### config.mk
export PLATFORM = sky130hd
export DESIGN_NAME = grasspopper_out_buf_flat
export DESIGN_NICKNAME = d
export VERILOG_FILES = /design/src/rtl/grasspopper_out_buf_if.sv /design/src/rtl/grasspopper_out_buf.sv /design/src/flat_wrapper.sv
export SDC_FILE = /design/constraint.sdc
export NUM_CORES = 1
export LEC_CHECK = 0
export CAP_MARGIN = 0
export CELL_PAD_IN_SITES_DETAIL_PLACEMENT = 1
export CELL_PAD_IN_SITES_GLOBAL_PLACEMENT = 1
export CORE_AREA = 4 4 219 221
export CTS_CLUSTER_SIZE = 8
export DETAILED_ROUTE_END_ITERATION = 10
export DIE_AREA = 0 0 223 225
export PLACE_DENSITY_LB_ADDON = 0.1
export SLEW_MARGIN = 20
export SYNTH_ARGS = -nofsm -noshare
export SYNTH_HDL_FRONTEND = slang
export SYNTH_SLANG_ARGS = --single-unit
export TNS_END_PERCENT = 100
### constraint.sdc
create_clock -name clk -period 7.7 [get_ports clk]
set_input_delay 0.77 -clock clk [delete_from_list [all_inputs] [get_ports clk]]
set_output_delay 0.77 -clock clk [all_outputs]
set_load 0.02 [all_outputs]
### src/rtl/grasspopper_out_buf_if.sv
// Block-in / byte-out bus of the Grasspopper output buffer.
// The master side is the encoder plus the byte consumer; the slave side is the buffer itself.
interface grasspopper_out_buf_if #(
  parameter int DEPTH = 4
);
  localparam int CNT_W = $clog2(DEPTH + 1);

  logic [127:0]     data_i;
  logic             valid_i;
  logic [7:0]       byte_o;
  logic             byte_valid_o;
  logic             byte_ready_i;
  logic             last_o;
  logic [CNT_W-1:0] count_o;
  logic             full_o;
  logic             overflow_o;

  modport slave (
    input  data_i, valid_i, byte_ready_i,
    output byte_o, byte_valid_o, last_o, count_o, full_o, overflow_o
  );

  modport master (
    output data_i, valid_i, byte_ready_i,
    input  byte_o, byte_valid_o, last_o, count_o, full_o, overflow_o
  );
endinterface

### src/rtl/grasspopper_out_buf.sv
// Grasspopper output buffer: captures 128-bit ciphertext blocks from a pipeline
// with no backpressure into a DEPTH-slot FIFO, then serialises each block into
// 16 bytes over a valid/ready byte stream.
// Optional build macro GRASS_OBUF_MSB_FIRST_EN: bytes leave most-significant first
// (default is least-significant first).
module grasspopper_out_buf #(
  parameter int DEPTH = 4
) (
  input  logic                 clk,
  input  logic                 rst,
  grasspopper_out_buf_if.slave bus
);
  localparam int CNT_W = $clog2(DEPTH + 1);
  localparam int PTR_W = $clog2(DEPTH);
  localparam logic [CNT_W-1:0] DEPTH_C = CNT_W'(DEPTH);

  typedef enum logic {
    S_IDLE,
    S_SEND
  } state_t;

  state_t           r_state;
  state_t           w_state_next;

  logic [127:0]     r_mem [DEPTH];
  logic [PTR_W-1:0] r_wr_ptr;
  logic [PTR_W-1:0] r_rd_ptr;
  logic [CNT_W-1:0] r_count;
  logic [CNT_W-1:0] w_count_next;
  logic             r_full;
  logic             r_overflow;

  logic [127:0]     r_shift;
  logic [3:0]       r_idx;

  logic             w_hs;
  logic             w_pop;
  logic             w_shift;
  logic             w_wr;
  logic             w_nonempty;

  assign w_nonempty = (r_count != '0);
  assign w_hs       = (r_state == S_SEND) && bus.byte_ready_i;

  // A slot frees up on the same edge as a pop, so a full FIFO still accepts then.
  assign w_wr = bus.valid_i && ((r_count != DEPTH_C) || w_pop);

  // Serialiser next-state: load from the FIFO head, step bytes, chain blocks without a bubble.
  always_comb begin
    w_state_next = r_state;
    w_pop        = 1'b0;
    w_shift      = 1'b0;
    unique case (r_state)
      S_IDLE: begin
        if (w_nonempty) begin
          w_pop        = 1'b1;
          w_state_next = S_SEND;
        end
      end
      S_SEND: begin
        if (w_hs) begin
          if (r_idx != 4'd15) begin
            w_shift = 1'b1;
          end else if (w_nonempty) begin
            w_pop = 1'b1;
          end else begin
            w_state_next = S_IDLE;
          end
        end
      end
      default: w_state_next = S_IDLE;
    endcase
  end

  // Serialiser state register.
  always_ff @(posedge clk or negedge rst) begin
    if (!rst) r_state <= S_IDLE;
    else      r_state <= w_state_next;
  end

  // Occupancy update: simultaneous write and pop cancel out.
  always_comb begin
    w_count_next = r_count;
    if (w_wr && !w_pop)      w_count_next = r_count + CNT_W'(1);
    else if (!w_wr && w_pop) w_count_next = r_count - CNT_W'(1);
  end

  // Block storage; no reset so it maps onto RAM, the pointers alone define validity.
  always_ff @(posedge clk) begin
    if (w_wr) r_mem[r_wr_ptr] <= bus.data_i;
  end

  // FIFO pointers, occupancy, full flag and sticky overflow flag.
  always_ff @(posedge clk or negedge rst) begin
    if (!rst) begin
      r_wr_ptr   <= '0;
      r_rd_ptr   <= '0;
      r_count    <= '0;
      r_full     <= 1'b0;
      r_overflow <= 1'b0;
    end else begin
      if (w_wr)  r_wr_ptr <= r_wr_ptr + PTR_W'(1);
      if (w_pop) r_rd_ptr <= r_rd_ptr + PTR_W'(1);
      r_count <= w_count_next;
      r_full  <= (w_count_next == DEPTH_C);
      if (bus.valid_i && !w_wr) r_overflow <= 1'b1;
    end
  end

  // Shift register and byte index; the shift register doubles as the RAM read register.
  always_ff @(posedge clk or negedge rst) begin
    if (!rst) begin
      r_shift <= '0;
      r_idx   <= '0;
    end else if (w_pop) begin
      r_shift <= r_mem[r_rd_ptr];
      r_idx   <= '0;
    end else if (w_shift) begin
`ifdef GRASS_OBUF_MSB_FIRST_EN
      r_shift <= {r_shift[119:0], 8'h00};
`else
      r_shift <= {8'h00, r_shift[127:8]};
`endif
      r_idx   <= r_idx + 4'd1;
    end
  end

`ifdef GRASS_OBUF_MSB_FIRST_EN
  assign bus.byte_o = r_shift[127:120];
`else
  assign bus.byte_o = r_shift[7:0];
`endif
  assign bus.byte_valid_o = (r_state == S_SEND);
  assign bus.last_o       = (r_state == S_SEND) && (r_idx == 4'd15);
  assign bus.count_o      = r_count;
  assign bus.full_o       = r_full;
  assign bus.overflow_o   = r_overflow;

endmodule
### src/flat_wrapper.sv
// flat-port wrapper written by rule: the top's interface ports become plain ports
module grasspopper_out_buf_flat 
#(
  parameter int DEPTH = 4
)
  (clk, rst, bus_data_i, bus_valid_i, bus_byte_ready_i, bus_byte_o, bus_byte_valid_o, bus_last_o, bus_count_o, bus_full_o, bus_overflow_o);
  grasspopper_out_buf_if #(.DEPTH(DEPTH)) bus_i ();
  input  logic clk;
  input  logic rst;
  input wire logic [$bits(bus_i.data_i)-1:0] bus_data_i;
  input wire logic [$bits(bus_i.valid_i)-1:0] bus_valid_i;
  input wire logic [$bits(bus_i.byte_ready_i)-1:0] bus_byte_ready_i;
  output wire logic [$bits(bus_i.byte_o)-1:0] bus_byte_o;
  output wire logic [$bits(bus_i.byte_valid_o)-1:0] bus_byte_valid_o;
  output wire logic [$bits(bus_i.last_o)-1:0] bus_last_o;
  output wire logic [$bits(bus_i.count_o)-1:0] bus_count_o;
  output wire logic [$bits(bus_i.full_o)-1:0] bus_full_o;
  output wire logic [$bits(bus_i.overflow_o)-1:0] bus_overflow_o;
  assign bus_i.data_i = bus_data_i;
  assign bus_i.valid_i = bus_valid_i;
  assign bus_i.byte_ready_i = bus_byte_ready_i;
  assign bus_byte_o = bus_i.byte_o;
  assign bus_byte_valid_o = bus_i.byte_valid_o;
  assign bus_last_o = bus_i.last_o;
  assign bus_count_o = bus_i.count_o;
  assign bus_full_o = bus_i.full_o;
  assign bus_overflow_o = bus_i.overflow_o;
  grasspopper_out_buf #(.DEPTH(DEPTH)) u_core (.clk(clk), .rst(rst), .bus(bus_i));
endmodule
run_1/final_congestion.png
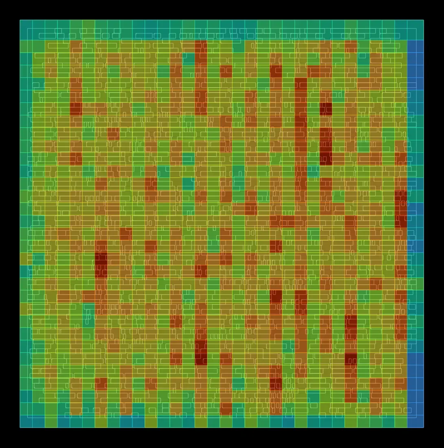
Global Route met2 Usage: 0.382
final core utilization: 0.641
Total GRT Usage: 0.220

run_1/met4.png
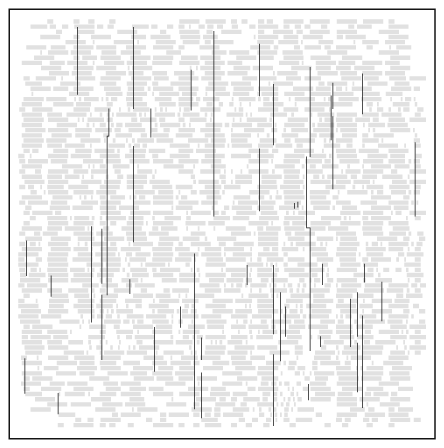
nets with wire on the layer: 25
share of all routed wire: 2.6%
wire length on this layer: 1,390 um
main direction: vertical
longest straight run: 97.2 um

run_1/met1.png
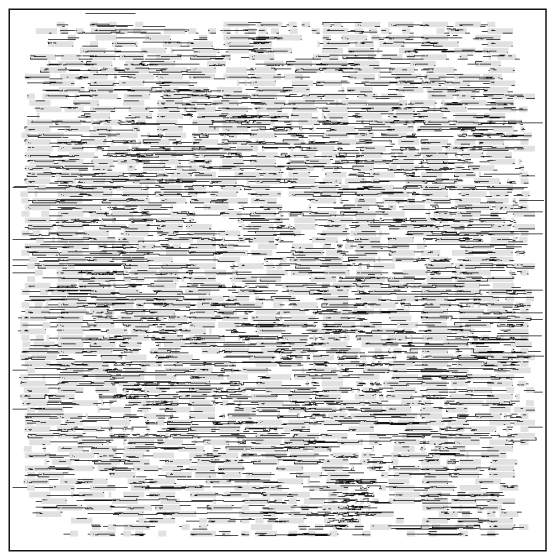
nets with wire on the layer: 1,546
main direction: horizontal
longest straight run: 70.4 um
wire length on this layer: 22.0 mm
share of all routed wire: 41%

==> run notes, run 1 <==
Flow results follow.

Per STA, the endpoint of the critical path is u_core.r_mem[0][80]. The cell count after placement is 2,008. After synthesis, the chip area reported by Yosys is 25,100 um2. The worst slack at placement is 3.48 ns.

For this run, the register share of the synthesized area comes to 0.755. The type of the worst setup path is input port to register. The flip-flop cell with the highest count after synthesis is sky130_fd_sc_hd__edfxtp_1. The flow ran to the end, and the final reports show no timing, DRC or antenna violations. The class of the worst hold path is input port to asynchronous set/reset pin. The clock slew seen by the registers of the worst setup and hold paths is 0.05 ns.

The layout has 159 buffers outside the clock class. In this run the layout overhead on the synthesized area is reported as 18.1%. The final-layout clock-cell area share is 0.0876.

The final layout report lists a filler cell count of between 3,000 and 4,000. In the layout the commonest cells are 512 x sky130_fd_sc_hd__edfxtp_1, 163 x sky130_fd_sc_hd__nand2_1, 145 x sky130_fd_sc_hd__clkdlybuf4s50_1. The met1 usage is 0.283. The multi-input logic cell count is 581. The final number of max-transition violations is 0. The number of buffers inserted to repair setup after CTS is 0. During I/O placement, the number of pins put on the boundary was 147.

The final layout report lists a clock buffer count of 159. According to the floorplan report, the die width is 223 um. The count of endpoints failing hold in the final timing report is 0. The final number of setup-violating endpoints is 0. Counting instances in the post-synthesis netlist gives the leading cell types as 512 x sky130_fd_sc_hd__edfxtp_1, 163 x sky130_fd_sc_hd__nand2_1, 142 x sky130_fd_sc_hd__dfrtp_1. The top register by number of flip-flops is u_core.r_mem. The cell-mix breakdown from Yosys lists the XOR/XNOR area share as 0.00175. In this run the number of cells on the critical path is 7. The flow inserted 607 tap cells. The report puts the hold buffer count at CTS at 0.

The share of synthesized registers carrying an async set or reset is 0.217. Setup repair after global routing left no endpoint under its margin. The combinational share of cell area is 0.192. The post-synthesis compound-gate area fraction is 0.0321. The vias after detailed routing is around 12,000. The number of antenna violations at the first check in global routing is 2. The highest fanout seen on the critical path is 51. Looking at the critical path, the single cell with the biggest stage delay is sky130_fd_sc_hd__buf_4.

According to the floorplan log, the row count is 79. The count of non-filler cells in the finished layout is roughly 2,200. The maximum VDD drop is ~190 uV.

The global-route wire length before repair is 84,200 um. The post-synth tally of flip-flops with integrated enable is 512. The OpenROAD report gives the critical path a data arrival time of between 3 and 4 ns.

The biggest slice of the area belongs to registers. The maximum number of pins on one net before global-route repair is roughly 220. The number of buffers created by CTS is 91. The die is ~230 um tall. The critical register-to-register path endpoint is u_core.r_mem[0][80].

CTS saw around 650 sinks. The fraction of power spent switching nets is 0.275. The timing report shows the most common cell along the critical path to be sky130_fd_sc_hd__nor2_1.

The depth of the most critical reg-to-reg path is 7. The violation count after the first detailed-route iteration is 727. Per the OpenROAD floorplan log, the area of the die is 50,200 um2.

The clock tree synthesis step divided the H-tree into 3 levels. The type of element capturing the critical path is a register. For reference, the critical path is launched at bus_byte_ready_i.

The aggregate global routing overflow is 0. Per the synthesis report, the simple-gate share of the synthesized area is 0.0302. The final antenna diode tally reported by the flow is 0.

Clock network power for this build is 3.62 mW. Of all the cell area in the finished design, non-clock buffers hold 0.0545. The mux contribution to synthesized area is 0.157. The minimum clock period after layout is 3.58 ns. The post-synthesis area per instance is 18.9 um2.

The register-to-register setup slack is 4.24 ns. In the detailed route, the total length drawn on met2 is 28,200 um. The final worst-path cycle share is 0.465. The count of input and output buffers is 146. The number of nets at the end of the flow is 1,634. The critical path goes through clkdlybuf4s50_1 -> nand4_2 -> nand2_1 -> nor2_1 -> nor2_1 -> and2_4 -> buf_4. The netlist uses 37 different library cells.

When the netlist entered floorplanning its net count stood at 1,464. The final setup TNS is 0 ns. The estimated wirelength of the detail-placed design is between 20,000 and 30,000 um. The yosys stat cell total is roughly 1,300.

Registers represent a cell area share of 0.640. sky130_fd_sc_hd__edfxtp_1 is the most common cell in the netlist. Of the total power, the clock network draws 0.328. Ranked by power, first place goes to sequential cells. The post-synthesis register bit count is around 650. Warnings reported by Yosys during synthesis add up to 0. The timing report attributes the biggest portion of critical-path delay to simple AND/OR/NAND/NOR gates.

Per the final layout report, the fraction of cells sized above drive strength 1 comes to 0.159. The register with the most flip-flops in the layout has roughly 500 of them. The area fraction of the dominant cell type after synthesis is 0.613. The largest family of logic cells by area is multiplexers.

The clock reaches the later pin of the worst-skew pair after 0.61 ns. The power report lists the combinational group at approximately 2.2 mW.
run_1/met2.png
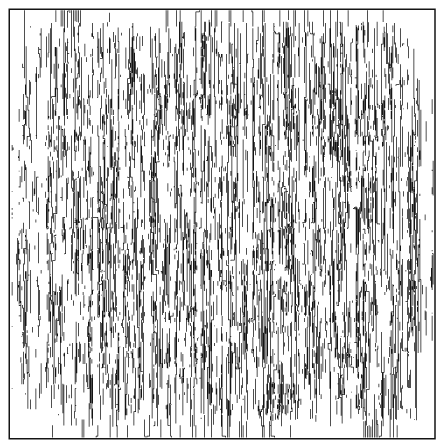

==> inputs of run 2 (changes only) <==
--- a/config.mk
+++ b/config.mk
@@ -8,10 +8,10 @@
 export CAP_MARGIN = 0
 export CELL_PAD_IN_SITES_DETAIL_PLACEMENT = 1
 export CELL_PAD_IN_SITES_GLOBAL_PLACEMENT = 1
-export CORE_AREA = 4 4 219 221
+export CORE_AREA = 4 4 236 238
 export CTS_CLUSTER_SIZE = 8
 export DETAILED_ROUTE_END_ITERATION = 10
-export DIE_AREA = 0 0 223 225
+export DIE_AREA = 0 0 240 242
 export PLACE_DENSITY_LB_ADDON = 0.1
 export SLEW_MARGIN = 20
 export SYNTH_ARGS = -nofsm -noshare
==> constraint.sdc (replaced) <==
create_clock -name clk -period 3.2 [get_ports clk]
set_input_delay 0.32 -clock clk [delete_from_list [all_inputs] [get_ports clk]]
set_output_delay 0.32 -clock clk [all_outputs]
set_load 0.02 [all_outputs]
run_2/met2.png
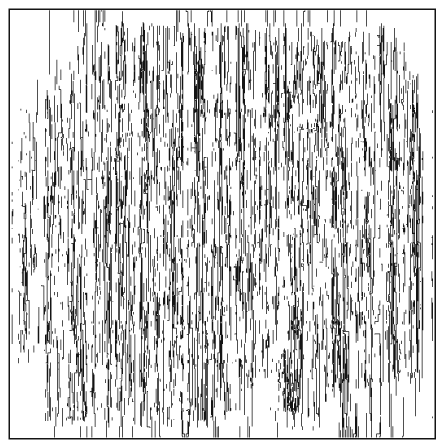
wire length on this layer: 28.4 mm
longest straight run: 116 um
share of all routed wire: 53%
main direction: vertical
nets with wire on the layer: 1,502

==> run notes, run 2 <==
Flow results follow.

The run finished with clean final reports. The highest fanout seen on the critical path is 4. Setup repair after global routing left no endpoint under its margin.

The yosys stat cell total is between 1,000 and 1,500. Of the total power, the clock network draws 0.328. The most common cell in the netlist is sky130_fd_sc_hd__edfxtp_1. The mux contribution to synthesized area is 0.157.

The flow reports power dissipated in the clock network as between 8 and 9 mW. From left edge to right edge, the die measures 240 um. The clock tree buffer count of the final layout is 162.

The post-synthesis area per instance is ~19 um2. The aggregate global routing overflow is 0. The flow inserted 696 tap cells.

Yosys reported a register bit count of 654. The flip-flop cell with the highest count after synthesis is sky130_fd_sc_hd__edfxtp_1. After synthesis, the chip area reported by Yosys is about 25,000 um2. In this run the vertical extent of the chip is 242 um. The met1 usage is 0.253. The violation tally recorded at the end of detailed-routing iteration 0 is 638. The area fraction of the dominant cell type after synthesis is 0.613.

The flop share of the area is 0.624. Subtracting the final worst setup slack from the clock period gives 2.67 ns. The plain and repair buffers instantiated in the layout total 194. In this run, the synthesized area fraction spent on and/or/nand/nor cells is recorded as 0.0302. The cell-mix breakdown from Yosys lists the compound-gate area share as 0.0321. The largest family of logic cells by area is multiplexers. The clock network latency to the later pin of the worst-skew pair is 0.61 ns. The class of the worst hold path is input port to asynchronous set/reset pin. The timing report gives the worst reg2reg path a setup slack of 0.72 ns. TritonCTS created 91 clock buffers.

According to the timing report, the arrival time at the worst endpoint equals 2.35 ns. The diode insertion count for antenna repair is 0. The most critical setup path has its endpoint at bus_last_o. The share of synthesized registers carrying an async set or reset is 0.217.

Wire segments on met2 add up to 28,400 um in the final route. The number of buffers inserted by hold repair at cts is 1. Counting instances in the post-synthesis netlist gives the leading cell types as 512 x sky130_fd_sc_hd__edfxtp_1, 163 x sky130_fd_sc_hd__nand2_1, 142 x sky130_fd_sc_hd__dfrtp_1. In the final design, more cell area goes to registers than to any other class. Of the total synthesized cell area, the portion taken by XOR and XNOR cells is 0.00175.

The library cell contributing the largest single delay on the critical path is sky130_fd_sc_hd__clkdlybuf4s50_1. The maximum VDD drop is 470 uV. The utilization after layout is 0.566. The global routing report lists met2 layer usage as 0.325.

The estimated wirelength of the detail-placed design is 32,900 um. The maximum number of pins on one net before global-route repair is 92. Per the post-synthesis report, the nets total roughly 1,500. For this block, the via count after detailed routing is 12,500.

The worst setup path is captured at an output port. The combinational power reported by the tool is 5.91 mW. The global-route wire length before repair is 84,200 um. CTS built an H-tree with a depth of 3. For this run, the final setup violation count is recorded as 0. The overall die size recorded for this design is 58,100 um2.

The number of fillers in the final layout is 4,719. 581 cells are multi-input combinational gates. For reference, the final report shows the hold violation count at 0. The final-layout clock-cell area share is 0.0877. The register with the most flip-flops in the layout has 512 of them. By instance count after routing, the leading logic cell types are 512 x sky130_fd_sc_hd__edfxtp_1, 163 x sky130_fd_sc_hd__nand2_1, 145 x sky130_fd_sc_hd__clkdlybuf4s50_1. The report lists the cells along the critical path as ha_1 -> nand3_1 -> nor2_1 -> clkdlybuf4s50_1.

Switching power as a fraction of the total was reported as 0.273. The top register by number of flip-flops is u_core.r_mem. Counting flops with a built-in enable in the synthesized netlist gives 512. In the final design database the tool counted 1,669 nets. The final setup TNS is 0 ns. The I/O pin count is ~150. The kind of cell with the highest combined delay along the critical path is buffers and inverters.

The cell count after placement is 2,131. The largest power group is sequential cells. The number of antenna violations at the first check in global routing is 1. The count of non-filler cells in the finished layout is around 2,300. The count of input and output buffers is 146.

The share of the Yosys chip area taken by registers is 0.755. The launch point of the worst path is u_core.r_idx[0]. The depth of the critical timing path with buffers and inverters included is 4.

For the worst flop-to-flop path, the logic depth is 9. The final worst-path cycle share is 0.835. The critical register-to-register path endpoint is u_core.r_mem[1][81].
Power figures rest on the tool's default switching activity, not on a simulated workload.
